[config.mk]
export PLATFORM = sky130hd
export DESIGN_NAME = bit_serializer
export DESIGN_NICKNAME = d
export VERILOG_FILES = /design/src/rtl/serializer_pkg.sv /design/src/rtl/hold_counter.sv /design/src/rtl/bit_serializer.sv
export SDC_FILE = /design/constraint.sdc
export NUM_CORES = 1
export LEC_CHECK = 0
export CAP_MARGIN = 5
export CORE_MARGIN = 1.5
export CORE_UTILIZATION = 44
export DETAILED_ROUTE_END_ITERATION = 10
export PLACE_DENSITY_LB_ADDON = 0.1
export SETUP_SLACK_MARGIN = 0.05
export SLEW_MARGIN = 0
export SYNTH_ARGS = -nofsm -noshare
export SYNTH_HDL_FRONTEND = slang
export SYNTH_SLANG_ARGS = --single-unit
[constraint.sdc]
create_clock -name CLK -period 1.8 [get_ports CLK]
set_input_delay 0.36 -clock CLK [delete_from_list [all_inputs] [get_ports CLK]]
set_output_delay 0.36 -clock CLK [all_outputs]
set_load 0.02 [all_outputs]
[src/rtl/serializer_pkg.sv]
// serializer_pkg: shared types and default parameters for the bit_serializer slice.
//  state_e          FSM state encoding (IDLE, SHIFT, DONE)
//  DefWidth         default word width
//  DefMsbFirst      default bit order (1: MSB first)
//  DefHoldCycles    default number of enabled clocks each bit is held
package serializer_pkg;

  typedef enum logic [1:0] {
    ST_IDLE  = 2'd0,
    ST_SHIFT = 2'd1,
    ST_DONE  = 2'd2
  } state_e;

  localparam int unsigned DefWidth      = 8;
  localparam bit          DefMsbFirst   = 1'b1;
  localparam int unsigned DefHoldCycles = 1;

endpackage

[src/rtl/hold_counter.sv]
// hold_counter: down-counter that paces how long each serial bit stays on x.
//  CLK    in  clock, rising edge
//  RESET  in  asynchronous active-high reset
//  load   in  restart the count for a fresh word
//  en     in  count this cycle
//  tc     out terminal count: the current cycle is the last hold cycle of the bit
module hold_counter #(
  parameter int unsigned HOLD_CYCLES = 1
) (
  input  logic CLK,
  input  logic RESET,
  input  logic load,
  input  logic en,
  output logic tc
);

  localparam int unsigned CW = $clog2(HOLD_CYCLES) + 1;
  localparam logic [CW-1:0] Reload = CW'(HOLD_CYCLES - 1);

  logic [CW-1:0] cnt_q;

  assign tc = (cnt_q == '0);

  // Reloads explicitly on terminal count so the counter never relies on wrap-around.
  always_ff @(posedge CLK or posedge RESET) begin
    if (RESET) begin
      cnt_q <= '0;
    end else if (load || (en && tc)) begin
      cnt_q <= Reload;
    end else if (en) begin
      cnt_q <= cnt_q - CW'(1);
    end
  end

endmodule

[src/rtl/bit_serializer.sv]
// bit_serializer: turns a parallel word into a serial stream on x for the sequence detector.
//  CLK         in   clock, rising edge
//  RESET       in   asynchronous active-high reset
//  load_data   in   word to serialize
//  load_valid  in   load_data is valid
//  load_ready  out  a word is accepted this cycle (idle)
//  en          in   1: advance; 0: freeze hold count, bit index and x
//  x           out  serial bit
//  x_valid     out  x carries a payload bit
//  busy        out  word in flight (SHIFT or DONE)
//  done        out  one-cycle pulse after the last bit
module bit_serializer
  import serializer_pkg::*;
#(
  parameter int unsigned WIDTH       = DefWidth,
  parameter bit          MSB_FIRST   = DefMsbFirst,
  parameter int unsigned HOLD_CYCLES = DefHoldCycles
) (
  input  logic             CLK,
  input  logic             RESET,
  input  logic [WIDTH-1:0] load_data,
  input  logic             load_valid,
  output logic             load_ready,
  input  logic             en,
  output logic             x,
  output logic             x_valid,
  output logic             busy,
  output logic             done
);

  localparam int unsigned BW = $clog2(WIDTH);
  localparam logic [BW-1:0] LastIdx = BW'(WIDTH - 1);

  state_e           state_q;
  logic [WIDTH-1:0] shreg_q;
  logic [BW-1:0]    bit_idx_q;
  logic             accept;
  logic             shift_en;
  logic             hold_tc;

  // Bit that leaves the word next, given the configured order.
  function automatic logic head(input logic [WIDTH-1:0] v);
    return MSB_FIRST ? v[WIDTH-1] : v[0];
  endfunction

  // Word with the head bit consumed.
  function automatic logic [WIDTH-1:0] drop_head(input logic [WIDTH-1:0] v);
    return MSB_FIRST ? {v[WIDTH-2:0], 1'b0} : {1'b0, v[WIDTH-1:1]};
  endfunction

  assign load_ready = (state_q == ST_IDLE);
  assign accept     = load_ready && load_valid;
  assign shift_en   = en && (state_q == ST_SHIFT);

  hold_counter #(
    .HOLD_CYCLES(HOLD_CYCLES)
  ) u_hold (
    .CLK  (CLK),
    .RESET(RESET),
    .load (accept),
    .en   (shift_en),
    .tc   (hold_tc)
  );

  // x is registered from the head of the word; shreg_q keeps only the bits not yet shown.
  always_ff @(posedge CLK or posedge RESET) begin
    if (RESET) begin
      state_q   <= ST_IDLE;
      shreg_q   <= '0;
      bit_idx_q <= '0;
      x         <= 1'b0;
      x_valid   <= 1'b0;
      busy      <= 1'b0;
      done      <= 1'b0;
    end else begin
      unique case (state_q)
        ST_IDLE: begin
          done <= 1'b0;
          if (load_valid) begin
            state_q   <= ST_SHIFT;
            shreg_q   <= drop_head(load_data);
            bit_idx_q <= '0;
            x         <= head(load_data);
            x_valid   <= 1'b1;
            busy      <= 1'b1;
          end
        end
        ST_SHIFT: begin
          if (en && hold_tc) begin
            if (bit_idx_q == LastIdx) begin
              state_q <= ST_DONE;
              x       <= 1'b0;
              x_valid <= 1'b0;
              done    <= 1'b1;
            end else begin
              bit_idx_q <= bit_idx_q + BW'(1);
              x         <= head(shreg_q);
              shreg_q   <= drop_head(shreg_q);
            end
          end
        end
        ST_DONE: begin
          // DONE lasts one cycle regardless of en.
          state_q <= ST_IDLE;
          done    <= 1'b0;
          busy    <= 1'b0;
        end
        default: begin
          state_q <= ST_IDLE;
          x       <= 1'b0;
          x_valid <= 1'b0;
          busy    <= 1'b0;
          done    <= 1'b0;
        end
      endcase
    end
  end

endmodule

run_1/metal_density.png
Drawn at 8 px/um. 9 x 9 tiles, from dark blue (low) to red (high), scaled to the fullest tile. Values are wire area over tile area, all layers added.
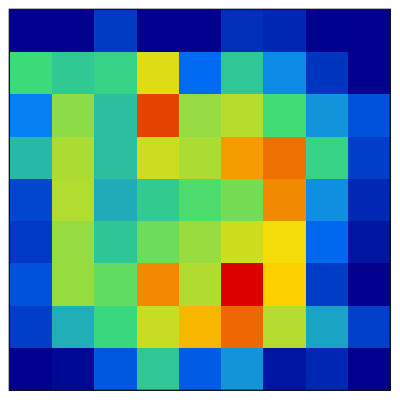
37% of the tiles are over half the peak. The mean over all tiles is 0.13. 14% of the tiles are nearly empty.
Post-Route WL: 1870 um
GRT Total Usage: 0.201
Vias: 742

run_1/flops_by_reg.png
Drawn at 12 px/um. Other sequential cells in the stronger grey, the rest of the logic in the fainter grey.
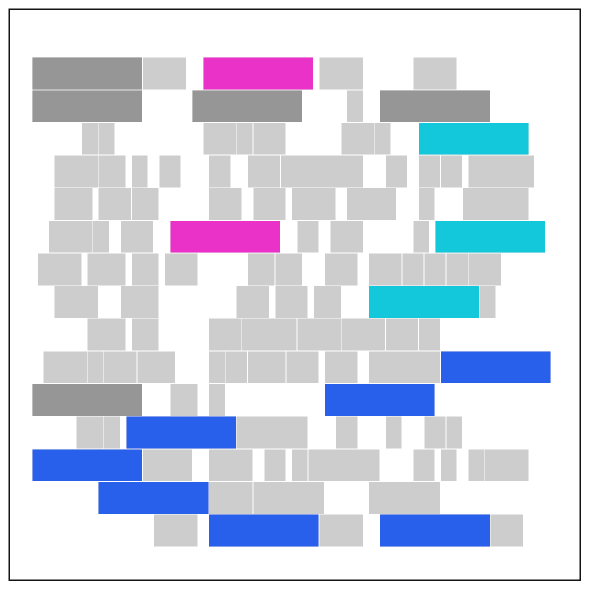
Key: bit_idx_q = cyan [flops 3]; state_q = magenta [flops 2]; shreg_q = blue [flops 7]
flop share of the area: 0.356
Layout Utilization: 0.670

run_1/placement.png
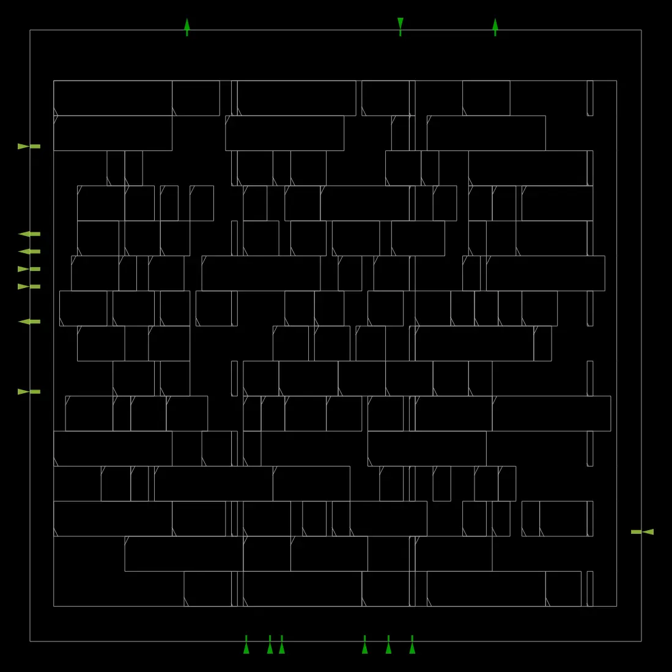
fin cells: 139
fillers: 144
n_taps: 25
flip-flops: 17
core area: 1780 um2

run_1/wires.png
Drawn at 8 px/um. Only two layers are drawn.
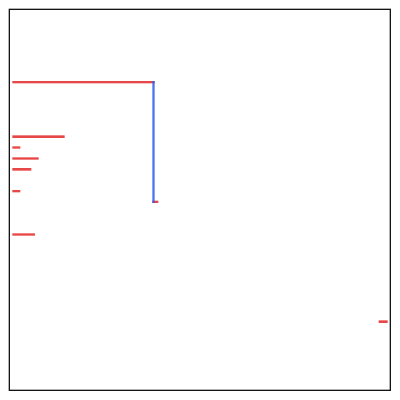
Key: metal 4 = blue [wire length 15.0 um]; metal 3 = red [wire length 33.7 um]
routed len/inst: 13.4 um

==> summary.txt, run 1 <==
Sw Ratio - 0.381
CTS resizes - 2
syn avg cell area - 10.0 um2
ant diodes - 0
total power - 1.69 mW
Clock Power Share - 0.120
Yosys top cell by area - dfrtp_1
Post-synth ARST share - 1.00
Top cells by area - dfrtp_1 (49%), a21oi_1 (5.2%), o32ai_1 (5.0%)
reg-to-reg endpoint - shreg_q[7]$_DFFE_PP0P_
Fin. Hold Viols - 0
Hold Buf Count CTS - 0
Floorplan Utilization - 0.488
placed cells - 134
Fmax - 0.597 GHz
critical path's largest stage delay - 0.46 ns
Basic Gates by Area - 0.216
Pint - 1.05 mW
leak pwr - 0.532 nW
met2 WL - 896 um
CP required - 1.96 ns
# clock sinks - 17
Yosys Instances - 87
final setup vio count - 0
Area leader share - 0.489
post-placement setup slack - -0.0548 ns
GR peak layer - met2
Logic pwr share - 0.500
DP Area - 1110 um2
Root Driver - clkbuf_4
Net Sw Power - 0.645 mW
met2 GRT Util - 0.300
comb pwr - 0.846 mW
top routing layer used - met4
vias in the first global route - 714
row cnt - 15
FF-to-FF setup slack - 0.13 ns
gpl congestion - 0.769
Largest Pwr Group - combinational cells
final layout net count - 129
PortBufs - 16
worst-path cell chain - ha_2 > ha_2 > or3b_4 > o32ai_2 > a31oi_1
Slew headroom - 0.725
HP Class - in -> async
most frequent CP cell - ha_2
Max-Cap Viols - 0
Setup crit start kind - flop
worst-path fanout max - 8
Synth top cell by count - dfrtp_1
met1 Usage GRT - 0.295
critical path capture point type - flop
initial antenna violation count - 0
adder-cell share of the synthesized area - 0.0288
drt via density - 5.34
worst setup margin - 0.126 ns
hpwl dp - 1340 um
drt drc - 0
Synth top cells by count - dfrtp_1 (17), nor2_1 (10), a21oi_1 (9)
Crit-path slowest cell - or3b_4
Main logic family - simple AND/OR/NAND/NOR gates
die width - 47.5 um
clock-net power - 0.204 mW
yosys stat chip area - 870 um2
H-tree levels - 1
Post-synth regs - 17
status - finished clean
tool warning count - 26
Seq group - 0.643 mW
aoi share - 0.200
M3 GR Usage - 0.0340
RSZ-0062 raised after global routing - no
worst setup path start - bit_idx_q[0]$_DFFE_PP0P_
Die ar. - 2250 um2
Post-DRT Antenna Nets - 0
Syn Inst Count - 87
Synth Seq Share - 0.489
==> run 1: worst max-delay path, delay by kind of cell (launching register included) <==
| kind | cells | cell delay [ns] |
|---|---|---|
| AND/OR/NAND/NOR | 1 | 0.46 |
| AND-OR/OR-AND | 2 | 0.34 |
| flip-flops | 1 | 0.40 |
| adder cells (fa/ha/maj) | 2 | 0.35 |
==> run 1: final cells by class <==
type / count / area [um2]
inverters: 6 / 22.5
flip-flops and latches: 17 / 425
clock buffers: 4 / 26.3
well taps: 25 / 31.3
repair buffers: 28 / 249
multi-input cells: 59 / 440
fillers: 144 / 588
==> run 1: registers in the layout (all words and copies together) (netlist names) <==
register      flops
shreg_q           7
bit_idx_q         3
state_q           2
busy              1
done              1
u_hold.cnt_q      1
x                 1
x_valid           1
==> inputs of run 2 (changes only) <==
GPL_ROUTABILITY_DRIVEN = 0   (was not set)
run_2/io_fan.png
Drawn at 10 px/um.
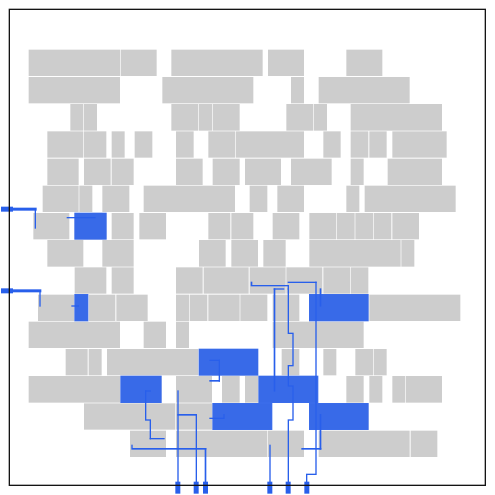
Key: load_data = blue [bits 8, direction input, end cells 8, buffers 8, wire 123 um]
I/O pins: 17
PortBufs: 16

==> summary.txt, run 2 <==
status - finished clean
vias in the first global route - 714
Reg with most FFs - shreg_q
Comb area share - 0.369
Synth Seq Share - 0.489
row cnt - 15
Vias - 742
Sw Ratio - 0.381
worst-path cell chain - ha_2 > ha_2 > or3b_4 > o32ai_2 > a31oi_1
Post-synth regs - 17
aoi share - 0.200
Top cells by area - dfrtp_1 (49%), a21oi_1 (5.2%), o32ai_1 (5.0%)
top cell category - multi-input combinational cells
core area - 1780 um2
worst-path fanout max - 8
Slew headroom - 0.725
Fmax - 0.597 GHz
bufs w/o clock - 28
total power - 1.69 mW
largest registers - shreg_q (7), bit_idx_q (3), state_q (2)
final layout net count - 129
Post-synth ARST share - 1.00
FF-to-FF setup slack - 0.13 ns
Root Driver - clkbuf_4
post-placement setup slack - -0.0548 ns
Yosys top cell by area - dfrtp_1
HP Class - in -> async
mi-comb count - 59
fillers - 144
Max-Cap Viols - 0
CP required - 1.96 ns
die width - 47.5 um
most frequent CP cell - ha_2
clock latency on the worst-skew pair - 0.28 ns
Fin. Hold Viols - 0
Logic pwr share - 0.500
Main logic family - simple AND/OR/NAND/NOR gates
Clock Power Share - 0.120
CP Class - reg -> reg
Layout Utilization - 0.670
clock-net power - 0.204 mW
Basic Gates by Area - 0.216
Hold Buf Count CTS - 0
critical path's largest stage delay - 0.46 ns
GRT Total Usage - 0.201
Yosys Instances - 87
fin cells - 139
met1 Usage GRT - 0.295
Syn Inst Count - 87
flip-flops - 17
placed cells - 134
Inverters excl. clock - 6
critical path capture point type - flop
Net Sw Power - 0.645 mW
WP buf/inv - 0
Post-Route WL - 1870 um
GR peak layer - met2
YS warnings - 0
M3 GR Usage - 0.0340
Largest Pwr Group - combinational cells
Synthesized Nets - 101
flop share of the area - 0.356
hpwl dp - 1340 um
clk cell area share - 0.0220
top routing layer used - met4
H-tree levels - 1
drt via density - 5.34
RSZ-0062 raised after global routing - no
Die ar. - 2250 um2
Post-DRT Antenna Nets - 0
met2 GRT Util - 0.300
# clock sinks - 17
Pint - 1.05 mW
met2 WL - 896 um
Crit-path slowest cell - or3b_4
Area leader share - 0.489
leak pwr - 0.532 nW
yosys stat chip area - 870 um2
Top delay family on crit path - simple AND/OR/NAND/NOR gates
DP Area - 1110 um2
tool warning count - 26
clkbuf count - 4
final setup vio count - 0
initial antenna violation count - 0
ant diodes - 0
n_taps - 25
Floorplan Utilization - 0.488
drt drc - 0
syn avg cell area - 10.0 um2
run_2/flops_by_reg.png
Drawn at 12 px/um. Other sequential cells in the stronger grey, the rest of the logic in the fainter grey.
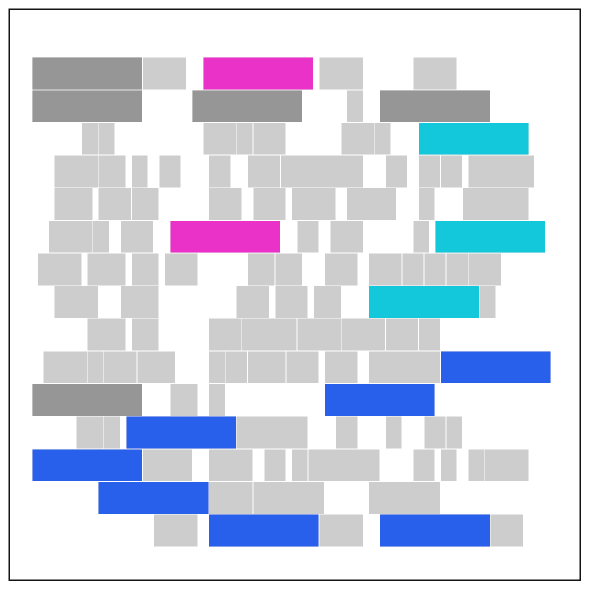
Key: bit_idx_q = cyan [flops 3]; state_q = magenta [flops 2]; shreg_q = blue [flops 7]
Another 5 sequential cells are not coloured.
Flop area: 425 um2
Seq group: 0.643 mW

[run 2: cell counts after synthesis]
No cell type changed its count.
[run 2: final timing paths]
check	start	cells after the start	endpoint
min	RESET	3	shreg_q[4]$_DFFE_PP0P_
max	bit_idx_q[0]$_DFFE_PP0P_	5	shreg_q[7]$_DFFE_PP0P_
max reg2reg	bit_idx_q[0]$_DFFE_PP0P_	5	shreg_q[7]$_DFFE_PP0P_
min in group CLK	done$_DFFE_PP0P_	2	done$_DFFE_PP0P_
max in group asynchronous	RESET	3	bit_idx_q[2]$_DFFE_PP0P_
min reg2reg	done$_DFFE_PP0P_	2	done$_DFFE_PP0P_
[run 2: worst min-delay path: cells and delay by family]
kind	cells	cell delay, ns
buffers and inverters	3	0.69
Power and IR drop assume default switching activity.
